[src/rtl/product_accumulator.sv]
// ---------------------------------------------------------------------------
// product_accumulator
//
// Sits directly after the 4x4 combinational multiplier. It accepts the 8-bit
// product stream over a valid/ready handshake and adds FRAME_LEN products per
// frame into a saturating ACC_W-bit accumulator. It then sends the frame sum
// downstream as a little-endian byte pair, with sum_last flagging the upper
// byte.
//
// Handshake rule for both interfaces: a transfer happens on a rising clk edge
// where valid and ready are both high. After a producer raises valid, it keeps
// valid and its data stable until that transfer. The ready signal never
// depends on valid.
//
// Parameters:
//   ACC_W      accumulator width, 9..16 (sum always sent as two bytes)
//   FRAME_LEN  products per frame, 1..255
//
// Ports:
//   clk, rst_n          clock (rising edge), async active-low reset
//   ena                 gates product acceptance only
//   clear               sync abort/flush, overrides every other event
//   prod_in/_valid/_ready  product input handshake
//   sum_out/_valid/_ready  byte output handshake
//   sum_last            high on the upper (final) byte of a frame
//   overflow            sticky saturation flag for the current frame
//   state_dbg           current FSM state (0 ACCUM, 1 SEND_LO, 2 SEND_HI)
// ---------------------------------------------------------------------------
module product_accumulator #(
  parameter int ACC_W     = 12,
  parameter int FRAME_LEN = 4
) (
  input  logic       clk,
  input  logic       rst_n,
  input  logic       ena,
  input  logic       clear,
  input  logic [7:0] prod_in,
  input  logic       prod_valid,
  output logic       prod_ready,
  output logic [7:0] sum_out,
  output logic       sum_valid,
  input  logic       sum_ready,
  output logic       sum_last,
  output logic       overflow,
  output logic [1:0] state_dbg
);

  typedef enum logic [1:0] {
    ACCUM   = 2'd0,
    SEND_LO = 2'd1,
    SEND_HI = 2'd2
  } state_t;

  localparam logic [7:0] LAST_IDX = 8'(FRAME_LEN - 1);

  state_t           state;
  logic [ACC_W-1:0] acc;
  logic [7:0]       count;
  logic             ovf;

  logic             accept;
  logic [ACC_W:0]   sum_wide;
  logic [15:0]      acc_ext;

  // The input side opens only while accumulating. It is forced shut during
  // reset so upstream never sees a false ready.
  assign prod_ready = rst_n & ena & (state == ACCUM);
  assign accept     = prod_valid & prod_ready;

  // One extra bit holds the carry-out. That carry is the saturation
  // indicator.
  assign sum_wide = {1'b0, acc} + {{(ACC_W-7){1'b0}}, prod_in};

  // Zero-extend to 16 bits so the upper byte slice works for any legal ACC_W.
  assign acc_ext = 16'(acc);

  always_ff @(posedge clk or negedge rst_n) begin
    if (!rst_n) begin
      state <= ACCUM;
      acc   <= '0;
      count <= '0;
      ovf   <= 1'b0;
    end else if (clear) begin
      // Flush wins over everything. A product offered in this cycle is
      // dropped.
      state <= ACCUM;
      acc   <= '0;
      count <= '0;
      ovf   <= 1'b0;
    end else begin
      case (state)
        ACCUM: begin
          if (accept) begin
            if (sum_wide[ACC_W]) begin
              acc <= '1;
              ovf <= 1'b1;
            end else begin
              acc <= sum_wide[ACC_W-1:0];
            end
            if (count == LAST_IDX) begin
              count <= '0;
              state <= SEND_LO;
            end else begin
              count <= count + 8'd1;
            end
          end
        end
        SEND_LO: begin
          if (sum_ready) state <= SEND_HI;
        end
        SEND_HI: begin
          if (sum_ready) begin
            state <= ACCUM;
            acc   <= '0;
            ovf   <= 1'b0;
          end
        end
        default: state <= ACCUM;
      endcase
    end
  end

  // All outputs are decoded from registered state only. The byte on the bus
  // therefore cannot move while it waits for sum_ready.
  always_comb begin
    sum_out   = 8'h00;
    sum_valid = 1'b0;
    sum_last  = 1'b0;
    case (state)
      SEND_LO: begin
        sum_out   = acc_ext[7:0];
        sum_valid = 1'b1;
      end
      SEND_HI: begin
        sum_out   = acc_ext[15:8];
        sum_valid = 1'b1;
        sum_last  = 1'b1;
      end
      default: ;
    endcase
  end

  assign overflow  = ovf;
  assign state_dbg = state;

endmodule

[config.mk]
export PLATFORM = sky130hd
export DESIGN_NAME = product_accumulator
export DESIGN_NICKNAME = d
export VERILOG_FILES = /design/src/rtl/product_accumulator.sv
export SDC_FILE = /design/constraint.sdc
export NUM_CORES = 1
export LEC_CHECK = 0
export ABC_AREA = 1
export CELL_PAD_IN_SITES_DETAIL_PLACEMENT = 0
export CELL_PAD_IN_SITES_GLOBAL_PLACEMENT = 2
export CORE_MARGIN = 4
export CORE_UTILIZATION = 30
export DETAILED_ROUTE_END_ITERATION = 8
export PLACE_DENSITY = 0.86
export REMOVE_ABC_BUFFERS = 1
export SLEW_MARGIN = 20
export SYNTH_ARGS = -nofsm -noshare
export SYNTH_HDL_FRONTEND = slang
export SYNTH_SLANG_ARGS = --single-unit
[constraint.sdc]
create_clock -name clk -period 2.3 [get_ports clk]
set_input_delay 0.575 -clock clk [delete_from_list [all_inputs] [get_ports clk]]
set_output_delay 0.575 -clock clk [all_outputs]
set_load 0.02 [all_outputs]
run_1/met1.png
Drawn at 4 px/micron. Supply wires on this layer in grey.
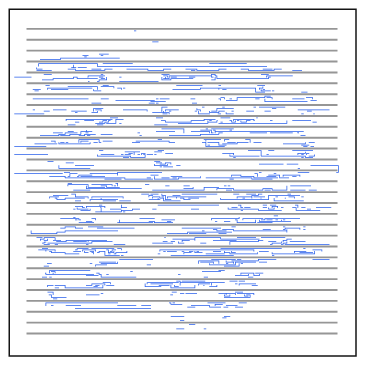
longest straight run: 42.3 microns
share of all routed wire: 47%
nets with wire on the layer: 318
wire length on this layer: 2230 microns
main direction: horizontal

run_1/met2.png
Drawn at 3 px/micron. Cells faint in the background.
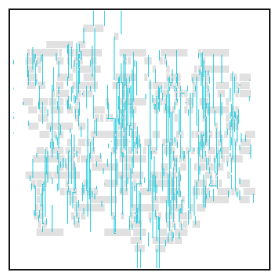
wire length on this layer: 2290 microns
longest straight run: 37.4 microns
main direction: vertical

run_1/met3.png
Drawn at 4 px/micron.
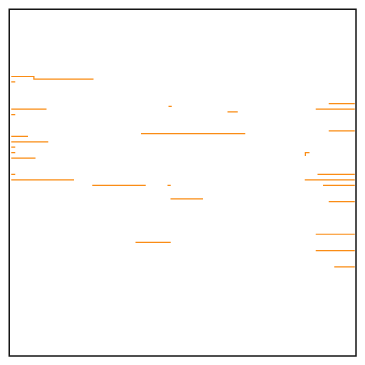
wire length on this layer: 207 microns
main direction: horizontal
longest straight run: 25.8 microns
nets with wire on the layer: 26
share of all routed wire: 4.3%

==> out/qor.log, run 1 <==
qor: yosys.synthDominantCellAreaShare 0.3127
qor: final_timing.post-route-period-util 0.9603
qor: worst_setup_path.rr_worst_depth 11
qor: worst_setup_path.critical-path-slowest-cell sky130_fd_sc_hd__fa_1
qor: cts.cts_hold_buf 0
qor: cts.cts_max_path_buffers 2
qor: layout.mostFrequentLayoutCell sky130_fd_sc_hd__nand2_1
qor: flow_run.max_cap_violations 0
qor: worst_setup_path.worst_ep_arrival_time 2.38 ns
qor: worst_setup_path.setup.worst_path.start prod_in[0]
qor: floorplanning.design.core.area 5921 sq um
qor: cts.clk_pin_slew_worst_paths 0.09 ns
qor: placed_design.place.detailed.instances 392
qor: worst_hold_path.hold-path-cell-count 2
qor: layout.antenna_cell_count 0
qor: layout.postLayoutCellArea 2510 sq um
qor: placed_design.dpl-instance-area 2445 sq um
qor: pwr.p_sw 0.001059 W
qor: worst_hold_path.hold_end acc[7]$_DFFE_PN0P_
qor: route.firstDrtPassIters 4
qor: yosys.synth-async-reset-ratio 1.000
qor: worst_hold_path.hold_path.class reg2reg
qor: flow_run.warnings 30
qor: final_timing.fin_crit 2.209 ns
qor: final_timing.final_critical_path_setup_slack 0.09138 ns
qor: floorplanning.cell_rows 28
qor: pwr.p_sw_frac 0.4414
qor: final_timing.rsz0062_at_grt true
qor: yosys.yosysWarnings 0
qor: route.first_iter_violations 79
qor: final_timing.slew_headroom 0.7701
qor: pwr.internal_power 0.001340 W
qor: yosys.yosys_most_used_dff sky130_fd_sc_hd__dfrtp_1
qor: worst_setup_path.endpoint acc[6]$_DFFE_PN0P_
qor: route.vias_per_cell 4.553
qor: placed_design.gp_routability_congestion 0.8116
qor: cts.clock-root-buffer sky130_fd_sc_hd__clkbuf_8
qor: route.wl_per_cell 12.09 microns
qor: run_status.status complete, no violations
qor: yosys.yosys-stat-area 1841 sq um
[run 1: worst max-delay path: cells and delay by family]
family | cells | cell delay [ns]
fa+ha+maj | 2 | 0.65
buf+inv | 2 | 0.56
simple gates | 7 | 0.55
compound gates | 1 | 0.05
[run 1: registers in the layout, indices dropped and copies added, names as in the netlist]
name and cells:
acc 12, count 8, state_dbg 2, overflow 1
[run 1: through the flow]
stage                 util  total power, W
finish              0.4239        0.002400
global placement    0.4129        0.002118
floorplan                -        0.001463
global route        0.4239        0.002626
detailed placement  0.4129        0.002116
CTS                 0.4212        0.002384
[run 1: power groups by stage]
stage	Clock (W)	Combinational, W	Sequential, W
floorplan	0	0.000855	0.000608
global placement	0	0.00154	0.000575
detailed placement	0	0.00154	0.000574
CTS	0.000282	0.00153	0.000567
global route	0.000296	0.00175	0.000577
finish	0.000271	0.00156	0.000566
[run 1: per-layer routing]
metal / track usage / routed length (microns) / share of wire / vias up
li1: - / - / - / 958
met1: 0.1750 / 2231 / 0.47 / 808
met2: 0.2469 / 2289 / 0.48 / 32
met3: 0.02186 / 206 / 0.043 / 5
met4: 0.03824 / 60 / 0.013 / 0
met5: 0 / 0 / 0 / -
[run 1: area by class of cell]
| cell class | instances | area [sq um] |
|---|---|---|
| multi-input cells | 194 | 1131 |
| clock inverters | 1 | 5.005 |
| clock buffers | 3 | 41.29 |
| fillers | 642 | 3411 |
| inverters | 38 | 142.6 |
| well taps | 75 | 93.84 |
| flip-flops and latches | 23 | 575.6 |
| repair buffers | 62 | 520.5 |
[run 1: kinds of logic after synthesis]
| kind of cell | share of synthesized area |
|---|---|
| simple gates | 0.3535 |
| compound gates | 0.1210 |
| xor+xnor | 0.02379 |
| flops | 0.3127 |
| buf+inv | 0.08974 |
| fa+ha+maj | 0.09925 |
run_1/final_placement.png
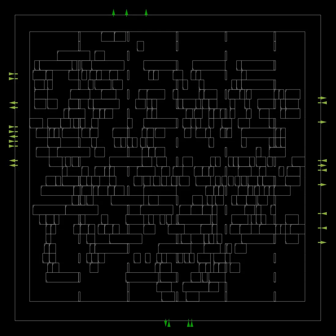

==> run 1 -> run 2 <==
--- a/config.mk
+++ b/config.mk
@@ -8,7 +8,6 @@
 export ABC_AREA = 1
 export CELL_PAD_IN_SITES_DETAIL_PLACEMENT = 0
 export CELL_PAD_IN_SITES_GLOBAL_PLACEMENT = 2
-export CORE_MARGIN = 4
 export CORE_UTILIZATION = 30
 export DETAILED_ROUTE_END_ITERATION = 8
 export PLACE_DENSITY = 0.86
run_2/final_placement.png
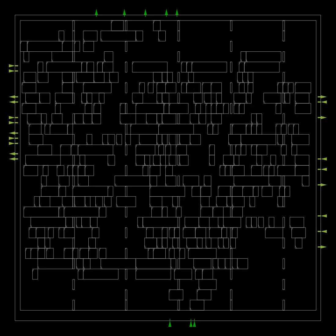
Cell Rows: 28
inserted tap cell count: 75

==> out/qor.log, run 2 <==
qor: run_status.status complete, no violations
qor: layout.mostFrequentLayoutCell sky130_fd_sc_hd__nand2_1
qor: pwr.p_sw_frac 0.4347
qor: cts.clk_pin_slew_worst_paths 0.10 ns
qor: final_timing.slew_headroom 0.7794
qor: route.maxUsedRoutingLayer met4
qor: layout.flip_flop_count_of_the_largest_register_after_layout 12
qor: flow_run.max_cap_violations 0
qor: layout.final_core_utilization 0.4271
qor: route.route.met2.wl 2295 microns
qor: yosys.yosysWarnings 0
qor: route.first_iter_violations 55
qor: route.route.met3.wl 138 microns
qor: placed_design.gp_routability_congestion 0.8052
qor: cts.cts_hold_buf 0
qor: pwr.totalPowerFinal 0.002448 W
qor: pwr.p_sw 0.001064 W
qor: final_timing.fin_crit 2.193 ns
qor: yosys.synth-async-reset-ratio 1.000
qor: layout.antenna_cell_count 0
qor: route.drt-met1-wl 2187 microns
qor: cts.cts_max_path_buffers 2
qor: placed_design.dpl-instance-area 2485 sq um
qor: route.vias_per_cell 4.535
qor: floorplanning.design.core.area 5921 sq um
qor: worst_setup_path.worst_ep_arrival_time 1.62 ns
qor: cts.clock-root-buffer sky130_fd_sc_hd__clkbuf_8
qor: layout.postLayoutCellArea 2529 sq um
-- run 2: layout make-up --
type	instances	share of cell area
Multi-Input combinational cell	194	0.4453
Clock buffer	3	0.01633
Tap cell	75	0.03711
Clock inverter	1	0.002969
Timing Repair Buffer	64	0.2143
Sequential cell	23	0.2276
Inverter	38	0.05641
-- run 2: power by group through the flow --
stage               Combinational, W  Clock (W)  Sequential [W]
floorplan                   0.000855          0        0.000608
global placement             0.00159          0        0.000589
finish                       0.00159   0.000281        0.000580
CTS                          0.00158   0.000288        0.000582
detailed placement           0.00158          0        0.000589
global route                 0.00178   0.000305        0.000596
-- run 2: metal layers --
metal | up-vias | track usage
met5 | - | 0
met1 | 813 | 0.1992
li1 | 960 | -
met4 | 0 | 0.03929
met3 | 4 | 0.02500
met2 | 28 | 0.2897
-- run 2: critical path: cells and delay by family, from the launching register on --
kind,cells,cell delay (ns)
DFF,1,0.38
buffers and inverters,3,0.50
and+or+nand+nor,2,0.18
adders and majority gates,1,0.28
-- run 2: final timing paths --
kind | start | end | cells past startpoint
max in group asynchronous | rst_n | acc[4]$_DFFE_PN0P_ | 2
max | state_dbg[1]$_DFFE_PN0P_ | sum_out[5] | 6
min reg2reg | acc[7]$_DFFE_PN0P_ | acc[7]$_DFFE_PN0P_ | 2
max reg2reg | acc[0]$_DFFE_PN0P_ | acc[6]$_DFFE_PN0P_ | 11
min | acc[7]$_DFFE_PN0P_ | acc[7]$_DFFE_PN0P_ | 2
min in group asynchronous | rst_n | state_dbg[0]$_DFFE_PN0P_ | 2
-- run 2: cell families after synthesis --
logic type,share of synthesized area
DFF,0.3127
and+or+nand+nor,0.3535
xor gates and xnor gates,0.02379
AOI/OAI and AO/OA,0.1210
buffers and inverters,0.08974
adders and majority gates,0.09925
run_2/met1.png
Drawn at 4 px/micron. Supply wires on this layer in grey.
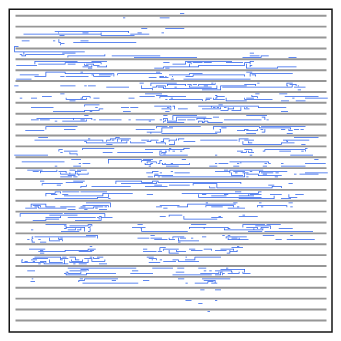

==> run 2 -> run 3 <==
--- a/config.mk
+++ b/config.mk
@@ -8,9 +8,9 @@
 export ABC_AREA = 1
 export CELL_PAD_IN_SITES_DETAIL_PLACEMENT = 0
 export CELL_PAD_IN_SITES_GLOBAL_PLACEMENT = 2
-export CORE_UTILIZATION = 30
+export CORE_UTILIZATION = 27
 export DETAILED_ROUTE_END_ITERATION = 8
-export PLACE_DENSITY = 0.86
+export PLACE_DENSITY = 0.82
 export REMOVE_ABC_BUFFERS = 1
 export SLEW_MARGIN = 20
 export SYNTH_ARGS = -nofsm -noshare
==> constraint.sdc (replaced) <==
create_clock -name clk -period 1.8 [get_ports clk]
set_input_delay 0.45 -clock clk [delete_from_list [all_inputs] [get_ports clk]]
set_output_delay 0.45 -clock clk [all_outputs]
set_load 0.02 [all_outputs]
run_3/met1.png
Drawn at 4 px/micron. Supply wires on this layer in grey.
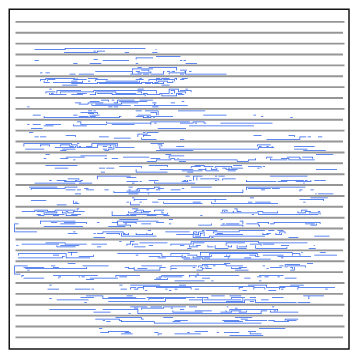
met1 Usage GRT: 0.2080
overall routed net length: 5330 microns
via total after detailed routing: 1971

==> out/qor.log, run 3 <==
qor: pwr.sequentialPower 0.000746 W
qor: yosys.yosys-stat-area 1841 sq um
qor: final_timing.setup_violations 12
qor: yosys.yosys_most_used_dff sky130_fd_sc_hd__dfrtp_1
qor: worst_setup_path.rr_endpoint acc[6]$_DFFE_PN0P_
qor: global_routing.groute.layer.met3.usage 0.01573
qor: final_timing.rsz0062_at_grt true
qor: final_timing.fin_crit 1.910 ns
qor: run_status.status finished with violations
qor: run_status.violated_checks DRC, setup timing
qor: final_timing.final_critical_path_setup_slack -0.1104 ns
qor: pwr.p_sw_frac 0.4302
qor: floorplanning.cell_rows 29
qor: worst_setup_path.rr_worst_depth 11
qor: worst_hold_path.hold_end overflow$_DFFE_PN0P_
qor: flow_run.max_cap_violations 0
qor: layout.mostFrequentLayoutCell sky130_fd_sc_hd__buf_4
qor: route.vias_per_cell 4.616
qor: final_timing.slew_headroom 0.7738
qor: layout.filler_cell_count 654
qor: route.wl_per_cell 12.48 microns
qor: cts.cts_hold_buf 0
qor: pwr.p_sw 0.001726 W
qor: pwr.totalPowerFinal 0.004013 W
qor: layout.antenna_cell_count 0
qor: final_timing.post-route-period-util 1.061
qor: route.detail_route.drc_violations 4
## run 3: cell counts after synthesis
Identical to the previous run, type by type.
## run 3: worst max-delay path: stages (launching register included)
cell	delay [ns]
sky130_fd_sc_hd__dfrtp_1	0.37
sky130_fd_sc_hd__inv_2	0.07
sky130_fd_sc_hd__ha_4	0.30
sky130_fd_sc_hd__nand2_4	0.06
sky130_fd_sc_hd__buf_12	0.14
sky130_fd_sc_hd__o22ai_4	0.10
sky130_fd_sc_hd__buf_6	0.14
## run 3: logic make-up after synthesis
| kind of cell | after synthesis | synth area share |
|---|---|---|
| XOR/XNOR | 5 | 0.02379 |
| AND/OR/NAND/NOR | 140 | 0.3535 |
| AND-OR/OR-AND | 35 | 0.1210 |
| flip-flops | 23 | 0.3127 |
| adder cells (fa/ha/maj) | 14 | 0.09925 |
| buffers and inverters | 40 | 0.08974 |
## run 3: worst max-delay path by stage
| stage | start | to | cells after the start |
|---|---|---|---|
| after floorplan | state_dbg[0]$_DFFE_PN0P_ | sum_out[0] | 4 |
| after global placement | prod_in[0] | acc[6]$_DFFE_PN0P_ | 12 |
| after detailed placement | prod_in[0] | acc[0]$_DFFE_PN0P_ | 12 |
| after CTS | state_dbg[1]$_DFFE_PN0P_ | sum_out[1] | 6 |
| after global routing | state_dbg[1]$_DFFE_PN0P_ | sum_out[1] | 6 |
| final | state_dbg[1]$_DFFE_PN0P_ | sum_out[1] | 6 |
## run 3: area by class of cell
type | count | area [sq um] | area share
tap | 77 | 96.34 | 0.03107
clock inverter | 1 | 5.005 | 0.001614
clock buffer | 3 | 41.29 | 0.01332
timing repair buffer | 91 | 800.8 | 0.2583
multi-input combinational | 194 | 1439 | 0.4641
sequential | 23 | 575.6 | 0.1856
inverter | 38 | 142.6 | 0.04600
Power is estimated from default activity; no workload was simulated.
